===== config.mk =====
export PLATFORM = sky130hd
export DESIGN_NAME = jk_cmd_seq
export DESIGN_NICKNAME = d
export VERILOG_FILES = /design/src/rtl/jk_cmd_seq.sv
export SDC_FILE = /design/constraint.sdc
export NUM_CORES = 1
export LEC_CHECK = 0
export CAP_MARGIN = 20
export CORE_MARGIN = 4
export CORE_UTILIZATION = 40
export DETAILED_ROUTE_END_ITERATION = 10
export PLACE_DENSITY = 0.61
export SLEW_MARGIN = 20
export SYNTH_ARGS = -nofsm -noshare
export SYNTH_HDL_FRONTEND = slang
export SYNTH_SLANG_ARGS = --single-unit

===== constraint.sdc =====
create_clock -name clk -period 2.2 [get_ports clk]
set_input_delay 0.55 -clock clk [delete_from_list [all_inputs] [get_ports clk]]
set_output_delay 0.55 -clock clk [all_outputs]
set_load 0.01 [all_outputs]

===== src/rtl/jk_cmd_seq.sv =====
// Command sequencer driving the j/k inputs of a JK flop from a small command FIFO.
// Define JK_CMD_SHADOW_EN to add the q_fb/mismatch shadow-model checker.
module jk_cmd_seq #(
   parameter int DEPTH = 4,
   parameter int REP_W = 4
) (
   input  logic                     clk,
   input  logic                     rst_n,
   input  logic                     cmd_valid,
   output logic                     cmd_ready,
   input  logic [1:0]               cmd_op,
   input  logic [REP_W-1:0]         cmd_rep,
   output logic                     j,
   output logic                     k,
   output logic                     busy,
   output logic [$clog2(DEPTH):0]   count
`ifdef JK_CMD_SHADOW_EN
   ,
   input  logic                     q_fb,
   output logic                     mismatch
`endif
);

   localparam int AW = $clog2(DEPTH);
   localparam int CW = AW + 1;
   localparam int EW = REP_W + 2;
   localparam logic [CW-1:0] LP_DEPTH = CW'(DEPTH);

   typedef enum logic {S_IDLE, S_ISSUE} state_t;

   logic [EW-1:0]    r_mem [DEPTH];
   logic [AW-1:0]    r_wptr;
   logic [AW-1:0]    r_rptr;
   logic [CW-1:0]    r_count;
   state_t           r_state;
   logic [1:0]       r_cur_op;
   logic [REP_W-1:0] r_remaining;
   logic [1:0]       r_jk;

   logic             w_ready;
   logic             w_empty;
   logic             w_push;
   logic             w_pop;
   logic [1:0]       w_head_op;
   logic [REP_W-1:0] w_head_rep;

   assign w_ready    = (r_count < LP_DEPTH);
   assign w_empty    = (r_count == '0);
   assign w_push     = cmd_valid && w_ready;
   // In IDLE any queued entry is taken; in ISSUE only once the current op has run out.
   assign w_pop      = !w_empty && ((r_state == S_IDLE) || (r_remaining == '0));
   assign w_head_op  = r_mem[r_rptr][EW-1 -: 2];
   assign w_head_rep = r_mem[r_rptr][REP_W-1:0];

   always_ff @(posedge clk) begin
      if (w_push) r_mem[r_wptr] <= {cmd_op, cmd_rep};
   end

   always_ff @(posedge clk or negedge rst_n) begin
      if (!rst_n) begin
         r_wptr  <= '0;
         r_rptr  <= '0;
         r_count <= '0;
      end else begin
         if (w_push) r_wptr <= r_wptr + AW'(1);
         if (w_pop)  r_rptr <= r_rptr + AW'(1);
         case ({w_push, w_pop})
            2'b10:   r_count <= r_count + CW'(1);
            2'b01:   r_count <= r_count - CW'(1);
            default: r_count <= r_count;
         endcase
      end
   end

   always_ff @(posedge clk or negedge rst_n) begin
      if (!rst_n) begin
         r_state <= S_IDLE;
         r_jk    <= 2'b00;
      end else begin
         case (r_state)
            S_IDLE: begin
               if (w_pop) begin
                  r_state <= S_ISSUE;
                  r_jk    <= w_head_op;
               end else begin
                  r_jk    <= 2'b00;
               end
            end
            default: begin
               if (r_remaining != '0) begin
                  r_jk    <= r_cur_op;
               end else if (w_pop) begin
                  r_jk    <= w_head_op;
               end else begin
                  r_state <= S_IDLE;
                  r_jk    <= 2'b00;
               end
            end
         endcase
      end
   end

   always_ff @(posedge clk) begin
      if (w_pop) begin
         r_cur_op    <= w_head_op;
         r_remaining <= w_head_rep;
      end else if ((r_state == S_ISSUE) && (r_remaining != '0)) begin
         r_remaining <= r_remaining - REP_W'(1);
      end
   end

   assign cmd_ready = w_ready;
   assign busy      = (r_state == S_ISSUE) || !w_empty;
   assign count     = r_count;
   assign j         = r_jk[1];
   assign k         = r_jk[0];

`ifdef JK_CMD_SHADOW_EN
   logic r_q_exp;
   logic r_q_known;
   logic r_mismatch;

   // The flop itself has no reset, so its expected value is meaningless until a set/reset op lands.
   always_ff @(posedge clk) begin
      case (r_jk)
         2'b01:   r_q_exp <= 1'b0;
         2'b10:   r_q_exp <= 1'b1;
         2'b11:   r_q_exp <= ~r_q_exp;
         default: r_q_exp <= r_q_exp;
      endcase
   end

   always_ff @(posedge clk or negedge rst_n) begin
      if (!rst_n) begin
         r_q_known  <= 1'b0;
         r_mismatch <= 1'b0;
      end else begin
         if ((r_jk == 2'b01) || (r_jk == 2'b10)) r_q_known <= 1'b1;
         if (r_q_known && (q_fb != r_q_exp))     r_mismatch <= 1'b1;
      end
   end

   assign mismatch = r_mismatch;
`endif

endmodule

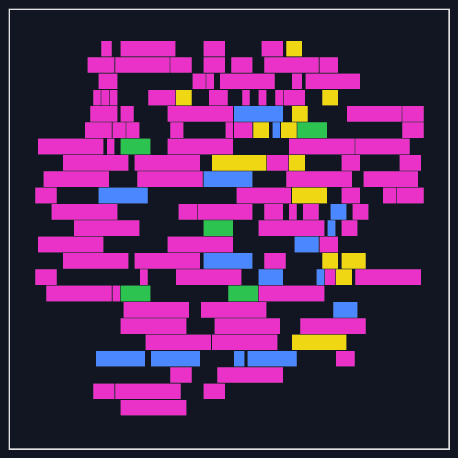
Fig. 1. Sizing map (run 1).
Drawn at 6 px/um.
size	color	cells
_0 and _1 cells	magenta	95
_3 and _4 cells	yellow	13
_2 cells	blue	15
_6 and larger	green	5

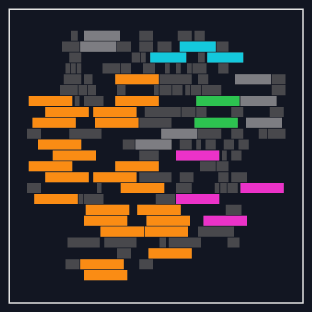
Fig. 2. Sequential cells colored by netlist name (run 1).
Drawn at 4 px/um.
netlist name	color	sequential cells
r_cur_op	green	2
count	cyan	3
r_mem	orange	24
r_remaining	magenta	4
not colored	7
Seq area share: 55.5%
fin util: 51.1%
Sequential cell area: 0.00115 mm2

==> flow_metrics.py, run 1 <==
# Synthesis and PnR figures
metrics = {
    "status": {
        "status": "finished clean",
    },
    "synth": {
        "top_area_cell": "edfxtp_1",
        "ys_types": 26,
        "top_area_share_pct": 53.2,
    },
    "final_layout": {
        "n_antenna_cell": 0,
        "final_nets": 143,
    },
    "place": {
        "gp_congestion": 0.733,
        "place_area_mm2": 0.00194,
    },
    "min_path": {
        "min_path_type": "register to register",
    },
    "final_timing": {
        "tns_ns": 0,
        "rsz0062_at_grt": "true",
        "max_freq_mhz": 457,
        "min_period_ns": 2.19,
    },
    "flow_run": {
        "maxCapViolations": 0,
    },
    "setup_path": {
        "startpoint": "r_remaining[1]$_DFFE_PP_",
        "worstPathCellList": "inv_2 -> ha_4 -> or3b_4 -> a21oi_4 -> ha_4 -> inv_2 -> fa_2 -> xor2_1 -> nor2_1 -> xnor2_1",
        "critPathSlowestCell": "edfxtp_1",
        "crit_type": "register to register",
        "cp_max_fo": 3,
        "path_buffers": 2,
    },
    "global_route": {
        "grt.overflow.total": 0,
        "grt_pass1_vias": 860,
        "grt_pass1_wl_mm": 4.33,
    },
    "floorplan": {
        "rows": 23,
        "die_w_um": 73.1,
        "coreArea_mm2": 0.00406,
        "ios": 16,
    },
    "pwr": {
        "comb_power_w": 0.000960,
        "vdd_drop_max_mv": 0.502,
        "seq_power_w": 0.00121,
        "pwr-share-seq_pct": 46.0,
    },
    "clock_tree": {
        "cts-resized-gates": 0,
        "clkSinkCount": 40,
        "cts_setup_buffers": 0,
    },
    "detailed_routing": {
        "wl_mm": 2.71,
    },
}
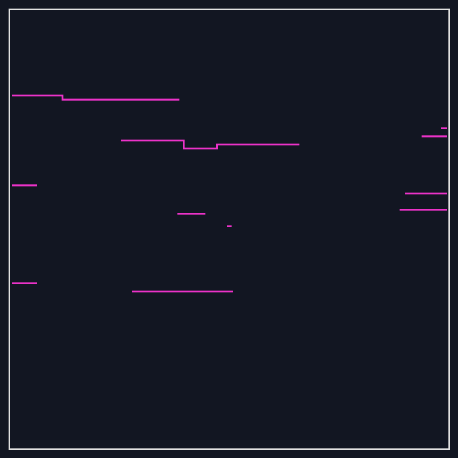
Fig. 3. Signal wires on met3 (run 1).
Drawn at 6 px/um.
share of all routed wire	4.0%
main direction	horizontal
wire length on this layer	107 um
longest straight run	19.3 um

## run 1: flip-flops by register name, indices dropped and copies added (netlist names)
| signal | count |
|---|---|
| r_cur_op | 2 |
| r_jk | 2 |
| r_wptr | 2 |
| r_state | 1 |
| count | 3 |
| r_mem | 24 |
| r_remaining | 4 |
| r_rptr | 2 |
## run 1: cell usage after synthesis (2+ instances only)
cell	instances
a22o_1	2
and2_1	4
mux2i_1	2
edfxtp_1	30
dfrtp_1	10
nor3_1	2
xnor2_1	4
inv_1	11
ha_1	6
mux4_2	6
mux2_2	3
or2b_1	2
xor2_1	4
## run 1: cell usage in the layout (no fill, tap or decap), drive strengths merged, types with 3 or more instances in the layout
cell type	count
clkbuf	7
mux2	3
mux4	6
buf	9
xor2	4
clkdlybuf4s50	14
ha	6
inv	11
dfrtp	10
and2	5
edfxtp	30
xnor2	4
## run 1: per-layer routing
| layer | track usage (%) | share of wire, % | wire length, um | up-vias |
|---|---|---|---|---|
| met2 | 17.2 | 50 | 1350 | 12 |
| met3 | 4.55 | 4.0 | 107 | 5 |
| li1 | - | - | - | 409 |
| met1 | 14.7 | 45 | 1210 | 412 |
| met5 | 0 | 0 | 0 | - |
| met4 | 4.30 | 1.6 | 43 | 0 |
## run 1: cell type report
type	instances	area, um2	share of cell area [%]
Inverter	11	41.3	1.99
Tap cell	50	62.6	3.02
Clock buffer	7	76.3	3.68
Sequential cell	40	1150	55.5
Multi-Input combinational cell	45	517	24.9
Clock inverter	1	5.00	0.241
Timing Repair Buffer	24	220	10.6
## run 1: worst reg2reg max path, cell delays in order, from the launching register on
cell and delay (ns):
edfxtp_1 0.41, inv_2 0.09, ha_4 0.13, or3b_4 0.40, a21oi_4 0.19, ha_4 0.15, inv_2 0.03, fa_2 0.32
xor2_1 0.14, nor2_1 0.13, xnor2_1 0.12
Fig. 4: run 1, wire density map
Drawn at 4 px/um. 15 x 15 tiles, from black (low) to pale yellow (high), scaled to the fullest tile. Values are wire area over tile area, all layers added.
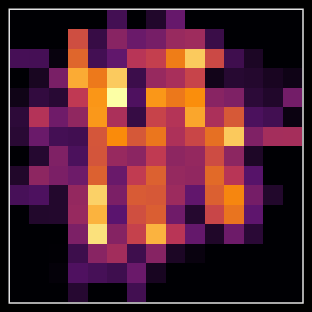

## Run 2: what changed since run 1
--- a/config.mk
+++ b/config.mk
@@ -8,8 +8,10 @@
 export CAP_MARGIN = 20
 export CORE_MARGIN = 4
 export CORE_UTILIZATION = 40
+export CTS_CLUSTER_SIZE = 40
 export DETAILED_ROUTE_END_ITERATION = 10
-export PLACE_DENSITY = 0.61
+export GPL_ROUTABILITY_DRIVEN = 0
+export PLACE_DENSITY = 0.59
 export SLEW_MARGIN = 20
 export SYNTH_ARGS = -nofsm -noshare
 export SYNTH_HDL_FRONTEND = slang
==> constraint.sdc (replaced) <==
create_clock -name clk -period 2.6 [get_ports clk]
set_input_delay 0.65 -clock clk [delete_from_list [all_inputs] [get_ports clk]]
set_output_delay 0.65 -clock clk [all_outputs]
set_load 0.01 [all_outputs]
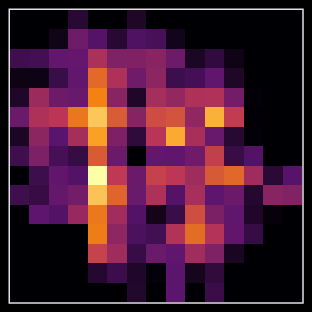
Fig. 5. Wire density map (run 2).
Drawn at 4 px/um. 15 x 15 tiles, from black (low) to pale yellow (high), scaled to the fullest tile. Values are wire area over tile area, all layers added.
tiles over half the peak	11%
fullest tile	0.34
nearly empty tiles	34%

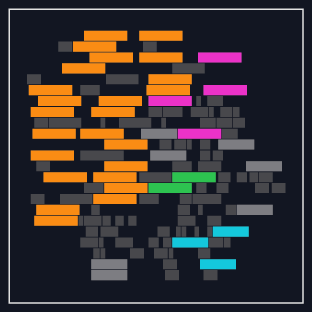
Fig. 6. Sequential cells colored by netlist name (run 2).
Drawn at 4 px/um.
netlist name	color	sequential cells
count	cyan	3
r_mem	orange	24
r_remaining	magenta	4
r_cur_op	green	2
not colored	7

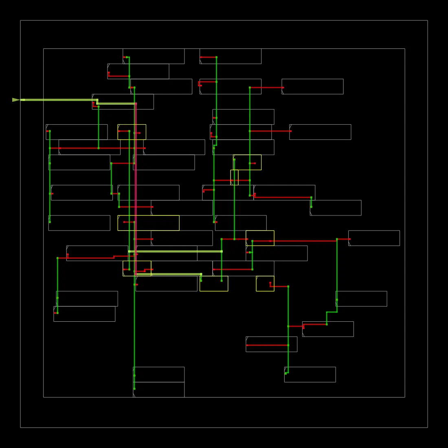
Fig. 7. Clock wiring as the flow saved it (run 2).
Num Clock Sinks: 40
Num CTS Buffers: 5
# clk buffers: 5
Layout Skew: 0.00607 ns

==> flow_metrics.py, run 2 <==
# Synthesis and PnR figures
metrics = {
    "final_timing": {
        "max_freq_mhz": 434,
        "tns_ns": 0,
        "rsz0062_at_grt": "false",
    },
    "final_layout": {
        "ff_latch_area_mm2": 0.00115,
        "final-comb-area_um2": 489,
        "layout.cells.most_common_list": "edfxtp_1, clkdlybuf4s50_1, inv_1",
        "regMostFlops": "r_mem",
        "n_antenna_cell": 0,
        "fin_util_pct": 50.0,
        "largest_reg_flops": 24,
    },
    "floorplan": {
        "coreArea_mm2": 0.00406,
        "die_w_um": 73.1,
        "rows": 23,
        "ios": 16,
    },
    "global_route": {
        "met2_usage_pct": 15.9,
        "grt.busiest_layer": "met2",
        "grt.overflow.total": 0,
        "grt_pass1_vias": 858,
        "use_met1_pct": 15.0,
    },
    "setup_path": {
        "cp_max_fo": 3,
        "crit_type": "register to register",
        "worstPathCellList": "inv_1 -> ha_1 -> or3b_4 -> a21oi_4 -> ha_1 -> inv_1 -> fa_1 -> xor2_1 -> nor2_1 -> xnor2_1",
        "startpoint": "r_remaining[0]$_DFFE_PP_",
        "critPathSlowestCell": "or3b_4",
    },
    "synth": {
        "ys_types": 26,
        "top_area_share_pct": 53.2,
        "top_cell": "edfxtp_1",
        "top_cells_by_count": "edfxtp_1, inv_1, dfrtp_1",
        "top_area_cell": "edfxtp_1",
    },
    "place": {
        "place_area_mm2": 0.00192,
    },
    "detailed_routing": {
        "wl_met3_um": 89,
        "drt-met1-wl_mm": 1.15,
        "dr_wl_met2_mm": 1.24,
        "wl_mm": 2.51,
    },
    "flow_run": {
        "maxCapViolations": 0,
    },
    "status": {
        "status": "finished clean",
    },
    "pwr": {
        "vdd_drop_max_mv": 0.453,
    },
    "clock_tree": {
        "cts-resized-gates": 0,
    },
    "min_path": {
        "min_path_type": "register to register",
    },
}
-- run 2: cell count changes in the layout (fill, tap and decap cells not counted), moves of 2 or more --
| cell | change |
|---|---|
| buf_4 | -6 |
| inv_1 | +3 |
| ha_4 | -2 |
| ha_1 | +2 |
| clkbuf_1 | -2 |
| inv_2 | -3 |
-- run 2: cell type report --
type                            instances  share of cell area [%]
Clock inverter                          3                    2.10
Sequential cell                        40                    56.8
Clock buffer                            5                    3.39
Inverter                               11                    2.04
Tap cell                               50                    3.08
Timing Repair Buffer                   18                    8.51
Multi-Input combinational cell         45                    24.1
-- run 2: how the worst min path moves through the flow --
stage / end / start / slack, ns
after detailed placement: r_jk[1]$_DFF_PN0_ / r_cur_op[1]$_DFFE_PP_ / 0.47
final: r_jk[1]$_DFF_PN0_ / r_cur_op[1]$_DFFE_PP_ / 0.48
after CTS: r_jk[1]$_DFF_PN0_ / r_cur_op[1]$_DFFE_PP_ / 0.49
after floorplan: count[0]$_DFFE_PN0P_ / rst_n / 0.35
after global routing: r_jk[1]$_DFF_PN0_ / r_cur_op[1]$_DFFE_PP_ / 0.48
after global placement: r_jk[0]$_DFF_PN0_ / r_cur_op[0]$_DFFE_PP_ / 0.46
-- run 2: power by group --
group | internal [W] | leakage (nW) | switching [W]
Sequential | 0.000886 | 0.393 | 0.000130
Clock | 0.000284 | 0.0558 | 0.000209
Combinational | 0.000398 | 0.305 | 0.000303
-- run 2: metrics by stage --
stage	setup WS, ns	total power [W]	cells	hold WS (ns)
final	0.297	0.00221	172	0.479
after global routing	0.140	0.00237	172	0.479
after CTS	0.270	0.00225	172	0.487
after detailed placement	0.282	0.00175	164	0.470
after global placement	0.307	0.00173	164	0.461
after floorplan	0.230	0.00150	99	0.354
Power and IR drop assume default switching activity.
